$ cat src/rtl/video_pattern_gen.sv
`default_nettype none
// ============================================================================
// Module   : video_pattern_gen
// Purpose  : Raster timing (HS/VS/DE) for any geometry with bars / grey ramp /
//            checker / solid test patterns. Define PATTERN_SCROLL_EN to scroll
//            modes 0-2 left by one pixel per frame.
// Revision : 1.0  initial release
// ============================================================================
module video_pattern_gen #(
  parameter int   H_ACTIVE = 1920,
  parameter int   H_FP     = 88,
  parameter int   H_SYNC   = 44,
  parameter int   H_BP     = 148,
  parameter int   V_ACTIVE = 1080,
  parameter int   V_FP     = 4,
  parameter int   V_SYNC   = 5,
  parameter int   V_BP     = 36,
  parameter logic HS_POL   = 1'b1,
  parameter logic VS_POL   = 1'b1,
  parameter int   DW       = 8,
  parameter int   CHK_LOG2 = 5
) (
  input  logic            clk,
  input  logic            rst,
  input  logic [1:0]      mode_i,
  input  logic [3*DW-1:0] solid_rgb_i,
  output logic            hs,
  output logic            vs,
  output logic            de,
  output logic [DW-1:0]   rgb_r,
  output logic [DW-1:0]   rgb_g,
  output logic [DW-1:0]   rgb_b,
  output logic            frame_start_o
);

  localparam int H_TOTAL = H_ACTIVE + H_FP + H_SYNC + H_BP;
  localparam int V_TOTAL = V_ACTIVE + V_FP + V_SYNC + V_BP;
  localparam int HW      = $clog2(H_TOTAL);
  localparam int VW      = $clog2(V_TOTAL);
  localparam int XW      = $clog2(H_ACTIVE);
  localparam int GQ_INC  = (1 << DW) / H_ACTIVE;
  localparam int GR_INC  = (1 << DW) % H_ACTIVE;

  if (H_ACTIVE < 8 || H_FP < 1 || H_SYNC < 1 || H_BP < 1 ||
      V_ACTIVE < 1 || V_FP < 1 || V_SYNC < 1 || V_BP < 1) begin : g_param_check
    $error("video_pattern_gen: timing parameter is zero or H_ACTIVE < 8");
  end

  // Quotient/remainder step of floor(x * 2**DW / H_ACTIVE) as x advances by one.
  function automatic logic [DW+XW-1:0] ramp_next(input logic [DW-1:0] q,
                                                 input logic [XW-1:0] r);
    logic [XW:0] s;
    s = {1'b0, r} + (XW+1)'(GR_INC);
    if (s >= (XW+1)'(H_ACTIVE))
      return {q + DW'(GQ_INC + 1), XW'(s - (XW+1)'(H_ACTIVE))};
    return {q + DW'(GQ_INC), s[XW-1:0]};
  endfunction

  logic [HW-1:0]   hc_q, hc_d;
  logic [VW-1:0]   vc_q, vc_d;
  logic [1:0]      mode_q;
  logic [3*DW-1:0] solid_q;
  logic [DW-1:0]   gq_q, gq_d;
  logic [XW-1:0]   gr_q, gr_d;
  logic            line_end_w, frame_end_w;
  logic [XW-1:0]   x_w;
  logic [DW-1:0]   line_gq_w;
  logic [XW-1:0]   line_gr_w;

  assign line_end_w  = (hc_q == HW'(H_TOTAL - 1));
  assign frame_end_w = line_end_w && (vc_q == VW'(V_TOTAL - 1));

  always_comb begin
    hc_d = line_end_w ? '0 : hc_q + 1'b1;
    vc_d = vc_q;
    if (line_end_w) vc_d = frame_end_w ? '0 : vc_q + 1'b1;
  end

`ifdef PATTERN_SCROLL_EN
  logic [XW-1:0] off_q, off_d, offr_q, offr_d;
  logic [DW-1:0] offg_q, offg_d;
  logic [HW:0]   xsum_w;

  // The offset carries its own ramp accumulator so each line can start mid-ramp.
  always_comb begin
    off_d  = off_q;
    offg_d = offg_q;
    offr_d = offr_q;
    if (frame_end_w) begin
      if (off_q == XW'(H_ACTIVE - 1)) begin
        off_d  = '0;
        offg_d = '0;
        offr_d = '0;
      end else begin
        off_d            = off_q + 1'b1;
        {offg_d, offr_d} = ramp_next(offg_q, offr_q);
      end
    end
  end

  always_ff @(posedge clk or posedge rst) begin
    if (rst) begin
      off_q  <= '0;
      offg_q <= '0;
      offr_q <= '0;
    end else begin
      off_q  <= off_d;
      offg_q <= offg_d;
      offr_q <= offr_d;
    end
  end

  assign xsum_w    = {1'b0, hc_q} + (HW+1)'(off_q);
  assign x_w       = (xsum_w >= (HW+1)'(H_ACTIVE)) ? XW'(xsum_w - (HW+1)'(H_ACTIVE))
                                                   : XW'(xsum_w);
  assign line_gq_w = offg_d;
  assign line_gr_w = offr_d;
`else
  assign x_w       = XW'(hc_q);
  assign line_gq_w = '0;
  assign line_gr_w = '0;
`endif

  always_comb begin
    {gq_d, gr_d} = ramp_next(gq_q, gr_q);
    if (x_w == XW'(H_ACTIVE - 1)) begin
      gq_d = '0;
      gr_d = '0;
    end
    if (line_end_w) begin
      gq_d = line_gq_w;
      gr_d = line_gr_w;
    end
  end

  logic            de_w, hs_act_w, vs_act_w, chk_w;
  logic [2:0]      bar_w;
  logic [3*DW-1:0] pix_w;

  always_comb begin
    de_w     = (hc_q < HW'(H_ACTIVE)) && (vc_q < VW'(V_ACTIVE));
    hs_act_w = (hc_q >= HW'(H_ACTIVE + H_FP)) && (hc_q < HW'(H_ACTIVE + H_FP + H_SYNC));
    vs_act_w = (vc_q >= VW'(V_ACTIVE + V_FP)) && (vc_q < VW'(V_ACTIVE + V_FP + V_SYNC));
    chk_w    = |((32'(x_w) ^ 32'(vc_q)) & (32'd1 << CHK_LOG2));
    bar_w    = 3'd0;
    for (int k = 1; k < 8; k++) begin
      if (32'(x_w) >= 32'(k * H_ACTIVE / 8)) bar_w = 3'(k);
    end
    // Bar order white..black maps to r=~b1, g=~b2, b=~b0 of the bar index.
    case (mode_q)
      2'd0:    pix_w = {{DW{~bar_w[1]}}, {DW{~bar_w[2]}}, {DW{~bar_w[0]}}};
      2'd1:    pix_w = {3{gq_q}};
      2'd2:    pix_w = {(3*DW){chk_w}};
      default: pix_w = solid_q;
    endcase
    if (!de_w) pix_w = '0;
  end

  always_ff @(posedge clk or posedge rst) begin
    if (rst) begin
      hc_q          <= '0;
      vc_q          <= '0;
      mode_q        <= '0;
      solid_q       <= '0;
      gq_q          <= '0;
      gr_q          <= '0;
      hs            <= ~HS_POL;
      vs            <= ~VS_POL;
      de            <= 1'b0;
      rgb_r         <= '0;
      rgb_g         <= '0;
      rgb_b         <= '0;
      frame_start_o <= 1'b0;
    end else begin
      hc_q <= hc_d;
      vc_q <= vc_d;
      gq_q <= gq_d;
      gr_q <= gr_d;
      if (frame_end_w) begin
        mode_q  <= mode_i;
        solid_q <= solid_rgb_i;
      end
      hs                    <= hs_act_w ? HS_POL : ~HS_POL;
      vs                    <= vs_act_w ? VS_POL : ~VS_POL;
      de                    <= de_w;
      {rgb_r, rgb_g, rgb_b} <= pix_w;
      frame_start_o         <= (hc_q == '0) && (vc_q == '0);
    end
  end

endmodule
`default_nettype wire
$ cat config.mk
export PLATFORM = sky130hd
export DESIGN_NAME = video_pattern_gen
export DESIGN_NICKNAME = d
export VERILOG_FILES = /design/src/rtl/video_pattern_gen.sv
export SDC_FILE = /design/constraint.sdc
export NUM_CORES = 1
export LEC_CHECK = 0
export ABC_AREA = 1
export CAP_MARGIN = 20
export CORE_ASPECT_RATIO = 1.75
export CORE_MARGIN = 10
export CORE_UTILIZATION = 50
export DETAILED_ROUTE_END_ITERATION = 6
export GPL_TIMING_DRIVEN = 1
export HOLD_SLACK_MARGIN = 0.08
export PLACE_DENSITY = 0.85
export SYNTH_ARGS = -nofsm -noshare
export SYNTH_HDL_FRONTEND = slang
export SYNTH_SLANG_ARGS = --single-unit
$ cat constraint.sdc
create_clock -name clk -period 4.5 [get_ports clk]
set_clock_uncertainty 0.2 [all_clocks]
set_input_delay 0.9 -clock clk [delete_from_list [all_inputs] [get_ports clk]]
set_output_delay 0.9 -clock clk [all_outputs]
set_load 0.05 [all_outputs]
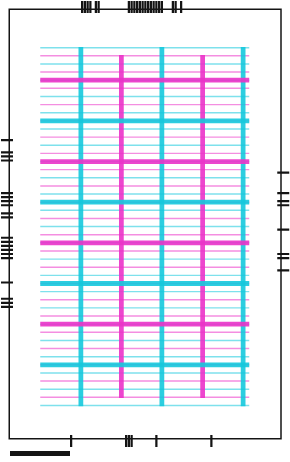
floorplan.png
Scale bar: 20 um. Pins as bars on the die edge.
Magenta shows VDD. Cyan shows VSS.
8 straps on met5. 45 met1 rails follow the rows. 56 signal pins sit on the boundary. The core has 44 rows.

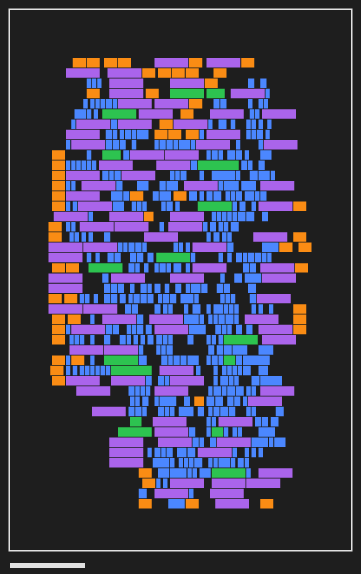
class_map.png
Scale bar: 20 um.
Orange shows remaining buffers and delay cells, cells 57. Purple shows registers, cells 89. Blue shows remaining logic cells, cells 409. Green shows clock drivers and dummy loads, cells 16.

==> results_slide.txt <==
Flow Results at a Glance

Synthesis
  – Compound-Gate Fraction of Synth Area: 0.1195
  – Syn_nets: approximately 550
  – Dominant cell area share: 0.5139
  – Synth area leader: dfrtp_1
  – Flip-flops with a built-in enable: 0
  – Top comb family, area: simple AND/OR/NAND/NOR gates
  – Chip area line of the yosys report: about 4300 sq um
  – Basic Gates by Area: 0.2662
  – Xor/xnor share: 0.01415
  – Most frequent cell after synthesis: nand2_1
  – Biggest area cells: dfrtp_1, nand2_1, o21ai_0
  – Yosys warns: 0
  – Commonest cells in the netlist: nand2_1, dfrtp_1, nor2_1
  – Yosys cell count: roughly 510
  – Post-synth ARST share: 1.000
  – Distinct cells, synth: 39
  – Syn Area/Cell: 8.482 sq um
  – FF+latch count, synth: slightly below 90

Power
  – LEAKAGE: around 2.3 nW
  – Psw: about 330 uW
  – Sw frac: 0.1984
  – Clk pwr: 834 uW
  – Clk pwr share: 0.498
  – Gate power share: 0.024
  – Seq power: approximately 800 uW
  – Sequential share of power: 0.478
  – Max VDD drop: roughly 0.27 mV
  – Largest power group: clock
  – P_int: 1.342 mW

Final timing
  – RSZ-0062 raised after global routing: no
  – Relative slew slack: 0.4776
  – Max Clock Freq: roughly 370 MHz
  – Final setup fails: 0
  – Slew Limit Fails: 0
  – Final Cycle Share: 0.5943
  – WHS: roughly 0.28 ns
  – Crit path time final: between 2 and 3 ns
  – Final hold vios: 0
  – Post-route setup TNS: 0 ns

Global routing
  – Met3 GRT Util: 0.03832
  – Most Crowded Layer GR: met2
  – Global-route wire length before repair: 18.13 mm
  – GRT overflow: 0
  – Pin count of the biggest net entering global routing: 36
  – Total GRT Usage: 0.1746
  – GRT met2 Usage: 0.3199
  – Grt met1 use: 0.1779
  – Initial antenna violation count: 0

Hold path
  – HP Class: reg2reg
  – Hold_sp: solid_q[9]
  – Min-Delay Endpoint: solid_q[9]
  – Hold Path Depth: 2

Clock tree
  – Post-CTS sizing: 0
  – Max H-tree Level: 3
  – Sinks on Clock Net: 89
  – Clk buf depth: 2
  – TritonCTS clock tree: done
  – CTS clk-pin slew, worst paths: ~0.06 ns
  – Clk ins delay skew pair: about 0.35 ns
  – Postcts setup bufs: 0

Routing
  – Met1 wire length: 3.980 mm
  – Remaining DRCs: 0
  – Vias post-DR: roughly 3.8k
  – 1st-iter DRT viols: roughly 260
  – Routed WL per cell: 15.91 um
  – Drt pass-1 iters: 5
  – Vias per Instance: about 5.5
  – DRT Wirelength: around 11 mm
  – Met3 WL: between 400 and 500 um
  – DR WL met2: 5.937 mm
  – Highest Signal Layer: met4

Layout
  – Logic share of the area: 0.3462
  – Dominant kind of cell: registers
  – Fraction of area in registers: 0.4206
  – Fraction of final layout cells sized beyond drive strength 1: 0.09807
  – Nets: roughly 600
  – Flop Count: roughly 90
  – Most flop-heavy register: solid_q
  – Clock buf count: 11
  – Fin area: roughly 5300 sq um
  – Logic inverters: ~48
  – Top cells excl fill/tap: nand2_1, dfrtp_1, clkdlybuf4s50_1, nor2_1, o21ai_0
  – Fill cells: just under 700
  – Synth-to-layout area growth: 22.17%
  – Register area: ~2200 sq um
  – Most numerous logic cell after layout: nand2_1
  – MI comb area: about 1800 sq um
  – MI comb cells: about 360
  – Biggest regs: solid_q x24, hc_q x12, vc_q x11
  – Post-layout util: 0.6328
  – Buffer share of cell area: 0.1068
  – Signal buffers: between 50 and 60

Critical path
  – CP required: between 3 and 4 ns
  – Worst R2R Path Depth: 5
  – Worst path max stage delay: slightly above 0.8 ns
  – Worst path slowest cell: clkdlybuf4s50_1
  – Worst path arrival time: ~1.6 ns
  – Startpoint types: flip-flop
  – CP Capture Type: primary output
  – Critical Path Fanout Max: 1
  – Setup Crit Path Kind: reg2out
  – RR Endpoint: rgb_g[5]
  – Crit-path cells: clkdlybuf4s50_1
  – Register-to-register setup slack: around 2.2 ns

Placement
  – Placed Area: 4956 sq um
  – Buffers on Ports: 55
  – HPWL after DPL: 8.027 mm
  – Placer Congestion: just over 0.9

Job
  – Log Warnings: 29
  – Max cap viols: 0

Floorplan
  – Die H: 143.2 um
  – DIE WIDTH: about 90 um
  – Core ar.: between 8000 and 9000 sq um
  – FP Util: 0.5179
  – FP Rows: between 40 and 50
  – DIE AREA: roughly 13000 sq um

Run status
  – Outcome: complete, no violations
-- stage by stage --
step                worst slack (ns)  cells  total power [mW]
floorplan                      1.093    511            0.8266
global placement               2.208    670            0.8556
detailed placement             2.175    670            0.8563
CTS                            1.836    686             1.684
global route                   1.819    686             1.716
finish                         1.826    686             1.674
-- worst max-delay path by stage --
stage                     cells after the start  slack [ns]  from  endpoint
after floorplan                               1        1.09   rst        de
after global placement                        3        2.21   rst  rgb_b[4]
after detailed placement                      3        2.18   rst  rgb_b[2]
after CTS                                     1        1.84    de        de
after global routing                          1        1.82    de        de
final                                         1        1.83    de        de
-- tightest hold or removal path, cell delays in order (launching register included) --
cell and delay (ns):
dfrtp_1 0.34, nand2_1 0.05, nand2_1 0.05
Power is estimated from default activity; no workload was simulated.
